**config.mk**
```make
export PLATFORM = sky130hd
export DESIGN_NAME = led_pattern_sched
export DESIGN_NICKNAME = d
export VERILOG_FILES = /design/src/rtl/led_pattern_sched.sv
export SDC_FILE = /design/constraint.sdc
export NUM_CORES = 1
export LEC_CHECK = 0
export ABC_AREA = 1
export CAP_MARGIN = 0
export CORE_MARGIN = 2
export CORE_UTILIZATION = 33
export CTS_BUF_LIST = sky130_fd_sc_hd__clkbuf_16
export DETAILED_ROUTE_END_ITERATION = 8
export SYNTH_ARGS = -nofsm -noshare
export SYNTH_HDL_FRONTEND = slang
export SYNTH_SLANG_ARGS = --single-unit
```
**constraint.sdc**
```tcl
create_clock -name clk -period 28.7 [get_ports clk]
set_input_delay 8.61 -clock clk [delete_from_list [all_inputs] [get_ports clk]]
set_output_delay 8.61 -clock clk [all_outputs]
set_load 0.005 [all_outputs]
```
**src/rtl/led_pattern_sched.sv**
```systemverilog
// led_pattern_sched
//   Button-driven controller and step scheduler for the 16-channel LED PWM bank.
//   Five raw buttons are synchronised and debounced. Each debounced press becomes
//   one command: mode, faster, slower, pause toggle or restart. When two presses
//   land in the same cycle, only the lowest-index button is acted on. A step timer
//   with period (5-speed)*PERIOD_BASE advances the current pattern (CHASE, BOUNCE
//   or BREATHE). The registered per-channel duty bus goes straight to the PWM array.
//
// Ports
//   clk        system clock
//   rst        asynchronous, active-high reset
//   buttons    raw buttons: [0]=mode [1]=faster [2]=slower [3]=pause [4]=restart
//   duty_flat  channel i duty at [DUTY_W*i +: DUTY_W], registered
//   step_tick  one-cycle pulse in the cycle duty_flat takes a new step value
//   mode       0=CHASE 1=BOUNCE 2=BREATHE
//   speed      speed level 0..4
//   paused     high while stepping is frozen
//
// Build option
//   LED_SCHED_GAMMA_EN : when defined, each output duty is gamma-shaped as
//                        (d*d) >> DUTY_W ahead of the output register. The
//                        pattern state itself stays linear.

module led_pattern_sched #(
    parameter int NUM_CH      = 16,
    parameter int DUTY_W      = 7,
    parameter int DEB_CYCLES  = 500000,
    parameter int PERIOD_BASE = 1000000
) (
    input  logic                     clk,
    input  logic                     rst,
    input  logic [4:0]               buttons,
    output logic [NUM_CH*DUTY_W-1:0] duty_flat,
    output logic                     step_tick,
    output logic [1:0]               mode,
    output logic [2:0]               speed,
    output logic                     paused
);

    localparam int HEAD_W       = (NUM_CH > 1) ? $clog2(NUM_CH) : 1;
    localparam int DEB_W        = $clog2(DEB_CYCLES + 1);
    localparam int CNT_W        = $clog2(5 * PERIOD_BASE);
    localparam int BREATHE_STEP = 8;
    localparam logic [DUTY_W-1:0] DMAX = '1;

    typedef enum logic [1:0] {CHASE = 2'd0, BOUNCE = 2'd1, BREATHE = 2'd2} mode_t;
    typedef enum logic {UP = 1'b0, DOWN = 1'b1} dir_t;

    // ---------------------------------------------------------------- helpers
    function automatic logic [CNT_W-1:0] period_last(input logic [2:0] spd);
        case (spd)
            3'd0:    return CNT_W'(5 * PERIOD_BASE - 1);
            3'd1:    return CNT_W'(4 * PERIOD_BASE - 1);
            3'd2:    return CNT_W'(3 * PERIOD_BASE - 1);
            3'd3:    return CNT_W'(2 * PERIOD_BASE - 1);
            default: return CNT_W'(PERIOD_BASE - 1);
        endcase
    endfunction

    function automatic logic [2:0] speed_up(input logic [2:0] spd);
        return (spd >= 3'd4) ? 3'd4 : spd + 3'd1;
    endfunction

    function automatic logic [2:0] speed_down(input logic [2:0] spd);
        return (spd == 3'd0) ? 3'd0 : spd - 3'd1;
    endfunction

    // Return {clamp_hit, new_level}. A hit means the breathing direction reverses.
    function automatic logic [DUTY_W:0] level_up(input logic [DUTY_W-1:0] lvl);
        logic [DUTY_W:0] sum;
        sum = {1'b0, lvl} + (DUTY_W+1)'(BREATHE_STEP);
        if (sum >= {1'b0, DMAX}) return {1'b1, DMAX};
        return {1'b0, sum[DUTY_W-1:0]};
    endfunction

    function automatic logic [DUTY_W:0] level_down(input logic [DUTY_W-1:0] lvl);
        if (lvl <= DUTY_W'(BREATHE_STEP)) return {1'b1, {DUTY_W{1'b0}}};
        return {1'b0, lvl - DUTY_W'(BREATHE_STEP)};
    endfunction

`ifdef LED_SCHED_GAMMA_EN
    function automatic logic [DUTY_W-1:0] shape(input logic [DUTY_W-1:0] d);
        logic [2*DUTY_W-1:0] sq;
        sq = {{DUTY_W{1'b0}}, d} * {{DUTY_W{1'b0}}, d};
        return sq[2*DUTY_W-1:DUTY_W];
    endfunction
`else
    function automatic logic [DUTY_W-1:0] shape(input logic [DUTY_W-1:0] d);
        return d;
    endfunction
`endif

    // ---------------------------------------------------------------- p0/p1: synchroniser, debounce, press pulse p2
    logic [4:0]       sync_p0, sync_p1;
    logic [4:0]       deb_state, deb_prev, press_p2;
    logic [DEB_W-1:0] deb_cnt [5];

    always_ff @(posedge clk or posedge rst) begin
        if (rst) begin
            sync_p0   <= '0;
            sync_p1   <= '0;
            deb_state <= '0;
            deb_prev  <= '0;
            press_p2  <= '0;
            for (int i = 0; i < 5; i++) deb_cnt[i] <= '0;
        end else begin
            sync_p0  <= buttons;
            sync_p1  <= sync_p0;
            deb_prev <= deb_state;
            press_p2 <= deb_state & ~deb_prev;
            for (int i = 0; i < 5; i++) begin
                if (sync_p1[i] == deb_state[i]) begin
                    deb_cnt[i] <= '0;
                end else if (deb_cnt[i] == DEB_W'(DEB_CYCLES - 1)) begin
                    deb_cnt[i]   <= '0;
                    deb_state[i] <= sync_p1[i];
                end else begin
                    deb_cnt[i] <= deb_cnt[i] + 1'b1;
                end
            end
        end
    end

    // ---------------------------------------------------------------- command decode and step timing
    logic [4:0]       cmd;
    logic             restart, speed_chg, due, step;
    mode_t            mode_q;
    logic [CNT_W-1:0] step_cnt;

    // Keep only the lowest set bit, so the lowest-index press wins.
    assign cmd       = press_p2 & (~press_p2 + 5'd1);
    assign restart   = cmd[0] | cmd[4];
    assign speed_chg = (cmd[1] && speed != 3'd4) || (cmd[2] && speed != 3'd0);
    assign due       = !paused && (step_cnt == period_last(speed));
    // Restart and mode change take priority over a step that is due in the same cycle.
    assign step      = due && !restart;

    // ---------------------------------------------------------------- next pattern state
    logic [HEAD_W-1:0]  head, head_n;
    dir_t               dir, dir_n;
    logic [DUTY_W-1:0]  level, level_n;
    logic [DUTY_W-1:0]  lin [NUM_CH];
    logic [DUTY_W-1:0]  lin_n [NUM_CH];
    logic [DUTY_W:0]    lvl_q;
    logic [NUM_CH*DUTY_W-1:0] flat_n;

    always_comb begin
        head_n  = head;
        dir_n   = dir;
        level_n = level;
        lin_n   = lin;
        lvl_q   = '0;
        if (restart) begin
            head_n  = '0;
            dir_n   = UP;
            level_n = '0;
            for (int i = 0; i < NUM_CH; i++) lin_n[i] = '0;
        end else if (step) begin
            case (mode_q)
                CHASE: begin
                    head_n = (head == HEAD_W'(NUM_CH - 1)) ? '0 : head + 1'b1;
                    for (int i = 0; i < NUM_CH; i++)
                        lin_n[i] = (HEAD_W'(i) == head_n) ? DMAX : (lin[i] >> 1);
                end
                BOUNCE: begin
                    if (dir == UP) begin
                        if (head == HEAD_W'(NUM_CH - 1)) begin
                            dir_n  = DOWN;
                            head_n = head - 1'b1;
                        end else begin
                            head_n = head + 1'b1;
                        end
                    end else begin
                        if (head == '0) begin
                            dir_n  = UP;
                            head_n = head + 1'b1;
                        end else begin
                            head_n = head - 1'b1;
                        end
                    end
                    for (int i = 0; i < NUM_CH; i++)
                        lin_n[i] = (HEAD_W'(i) == head_n) ? DMAX : '0;
                end
                BREATHE: begin
                    lvl_q   = (dir == UP) ? level_up(level) : level_down(level);
                    level_n = lvl_q[DUTY_W-1:0];
                    if (lvl_q[DUTY_W]) dir_n = (dir == UP) ? DOWN : UP;
                    for (int i = 0; i < NUM_CH; i++) lin_n[i] = level_n;
                end
                default: ;
            endcase
        end
    end

    always_comb begin
        flat_n = '0;
        for (int i = 0; i < NUM_CH; i++)
            flat_n[DUTY_W*i +: DUTY_W] = shape(lin_n[i]);
    end

    // ---------------------------------------------------------------- registered control and outputs
    always_ff @(posedge clk or posedge rst) begin
        if (rst) begin
            mode_q    <= CHASE;
            speed     <= '0;
            paused    <= 1'b0;
            step_cnt  <= '0;
            head      <= '0;
            dir       <= UP;
            level     <= '0;
            duty_flat <= '0;
            step_tick <= 1'b0;
            for (int i = 0; i < NUM_CH; i++) lin[i] <= '0;
        end else begin
            if (cmd[0]) begin
                case (mode_q)
                    CHASE:   mode_q <= BOUNCE;
                    BOUNCE:  mode_q <= BREATHE;
                    default: mode_q <= CHASE;
                endcase
            end
            if (cmd[1]) speed <= speed_up(speed);
            if (cmd[2]) speed <= speed_down(speed);
            if (cmd[3]) paused <= ~paused;

            // While paused, the count holds so that unpausing resumes mid-period.
            if (restart || speed_chg)
                step_cnt <= '0;
            else if (due)
                step_cnt <= '0;
            else if (!paused)
                step_cnt <= step_cnt + 1'b1;

            head      <= head_n;
            dir       <= dir_n;
            level     <= level_n;
            lin       <= lin_n;
            duty_flat <= flat_n;
            step_tick <= step;
        end
    end

    assign mode = mode_q;

endmodule

```
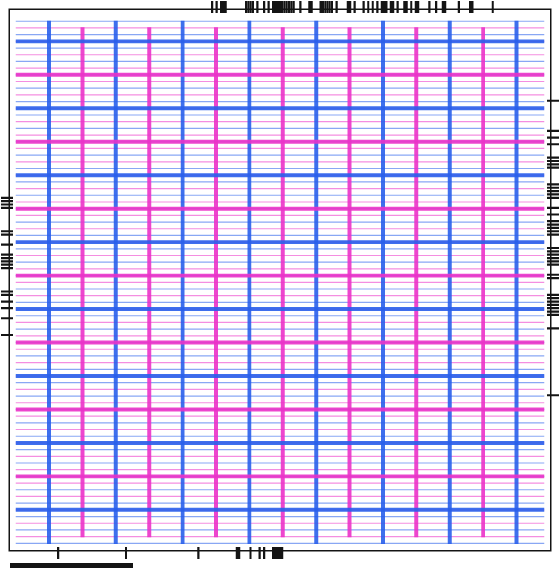
Fig. 1. Power grid (run 1).
The bar under the picture is 50 um long. Pins as bars on the die edge.
Key: magenta = VDD; blue = VSS
79 met1 rails follow the rows. The core has 78 rows. 15 straps on met4. 15 straps on met5.
die width: 219 um
Die H: 219 um
core area: 45600 um2
VDD IR max: 33.0 uV

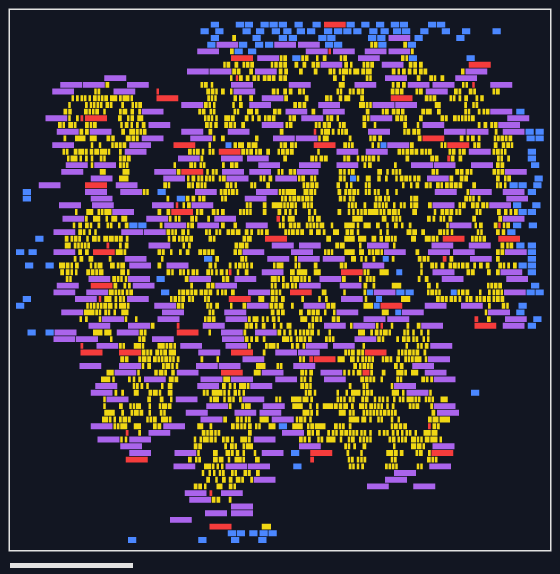
Fig. 2. Cells colored by class (run 1).
The bar under the picture is 50 um long.
Key: blue = other buffers and delay cells [cells 135]; purple = flops [cells 274]; yellow = combinational and other logic [cells 1723]; red = clock drivers and dummy loads [cells 59]
Layout Utilization: 39.4%
cell row count: 78
Finished Cell Area: 17900 um2

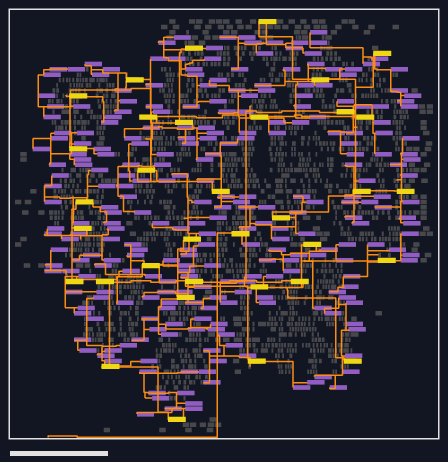
Fig. 3. Clock wires, drivers and flops (run 1).
The bar under the picture is 50 um long.
Key: purple = flip-flops [count 274]; orange = clock wires [length 4300 um]; yellow = clock drivers [count 34]
There are 35 routed clock nets. Position of the flops: spread over the die.

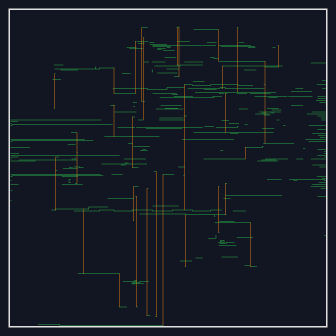
Fig. 4. Metal layers overlaid (run 1).
Two of the layers only.
Key: orange = metal 4 [wire length 1230 um]; green = metal 3 [wire length 2970 um]

==> out/results.tsv, run 1 <==
stage	metric	value	unit
outcome	outcome	complete, no violations	
worst_setup_path	Crit. End Element	asynchronous set/reset pin	
power	sequential power	0.000391	W
drt	drt drc	0	
layout	registers	274	
floorplan	DIE AREA	48200	um2
cts	postcts setup bufs	0	
logic_synthesis	sequential share of the synthesized area	44.8	%
place	Placed Area	17000	um2
global_routing	most used routing layer in global routing	met2	
timing	final period utilization	39.0	%
power	Net Sw Power	0.000183	W
cts	Reg clk slew, reported paths	0.05	ns
global_routing	first-pass GRT wire length	70700	um
worst_setup_path	worst flop-to-flop path endpoint	duty_flat[27]	
power	Clk pwr share	48.9	%
cts	# H-tree levels	2	
layout	Biggest register	lin	
cts	Hold-fix buffers, CTS	0	
timing	Worst Tran Pin Value	1.20	ns
logic_synthesis	area share of and-or/or-and cells after synthesis	4.88	%
worst_setup_path	Worst Setup EP	lin[42]	
layout	Seq/total area	38.2	%
global_routing	met1 global-route usage	24.2	%
logic_synthesis	Max-area cell share	44.8	%
layout	Final nets	2193	
layout	clock-cell share of area	5.45	%
worst_setup_path	most used cell, CP	buf_4	
Fig. 5: run 1, placement view
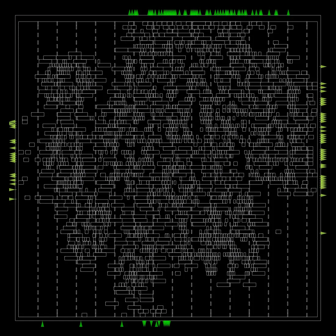

==> run 2: changes to the inputs <==
- clock period: 28.7 -> 10.5 ns (I/O delays scaled with it)
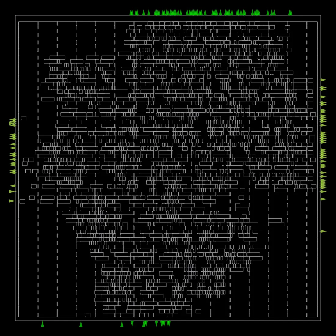
Fig. 6. Placement view (run 2).
well tap count: 600
registers: 274
non-filler cells, final: 2789
Layout Utilization: 39.5%
Seq/total area: 38.1%

==> out/results.tsv, run 2 <==
stage	metric	value	unit	change
outcome	outcome	complete, no violations		unchanged
global_routing	met1 global-route usage	24.9	%	was 24.2%
worst_setup_path	critical-path cell list	clkdlybuf4s50_1		was clkdlybuf4s50_1 > inv_8 > buf_4 > buf_4
cts	# H-tree levels	2		unchanged
layout	Final nets	2193		unchanged
logic_synthesis	Max-area cell share	44.8	%	unchanged
power	sequential power	0.00107	W	was 0.000391 W
layout	Finished Cell Area	18000	um2	was 17900 um2
floorplan	cell row count	78		unchanged
floorplan	core area	45600	um2	unchanged
cts	Hold-fix buffers, CTS	0		unchanged
worst_setup_path	Worst Setup EP	mode[0]		was lin[42]
power	VDD IR max	77.4	uV	was 33.0 uV
timing	final period utilization	46.1	%	
power	Clk pwr share	50.0	%	was 48.9%
layout	clock-cell share of area	5.73	%	was 5.45%
worst_setup_path	Crit. End Element	primary output		was asynchronous set/reset pin
floorplan	Die H	219	um	unchanged
floorplan	DIE AREA	48200	um2	unchanged
logic_synthesis	area share of and-or/or-and cells after synthesis	4.88	%	unchanged
timing	Worst Tran Pin Value	1.12	ns	was 1.20 ns
logic_synthesis	sequential share of the synthesized area	44.8	%	unchanged
cts	Reg clk slew, reported paths	0.06	ns	was 0.05 ns
place	Placed Area	17000	um2	about the same
global_routing	most used routing layer in global routing	met2		unchanged
drt	DR WL met3	2800	um	was 2970 um
cts	postcts setup bufs	0		unchanged
floorplan	die width	219	um	unchanged
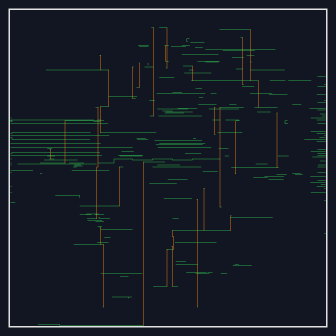
Fig. 7. Metal layers overlaid (run 2).
Two of the layers only.
Key: green = metal 3 [wire length 2800 um]; orange = metal 4 [wire length 944 um]

Power is estimated from default activity; no workload was simulated.
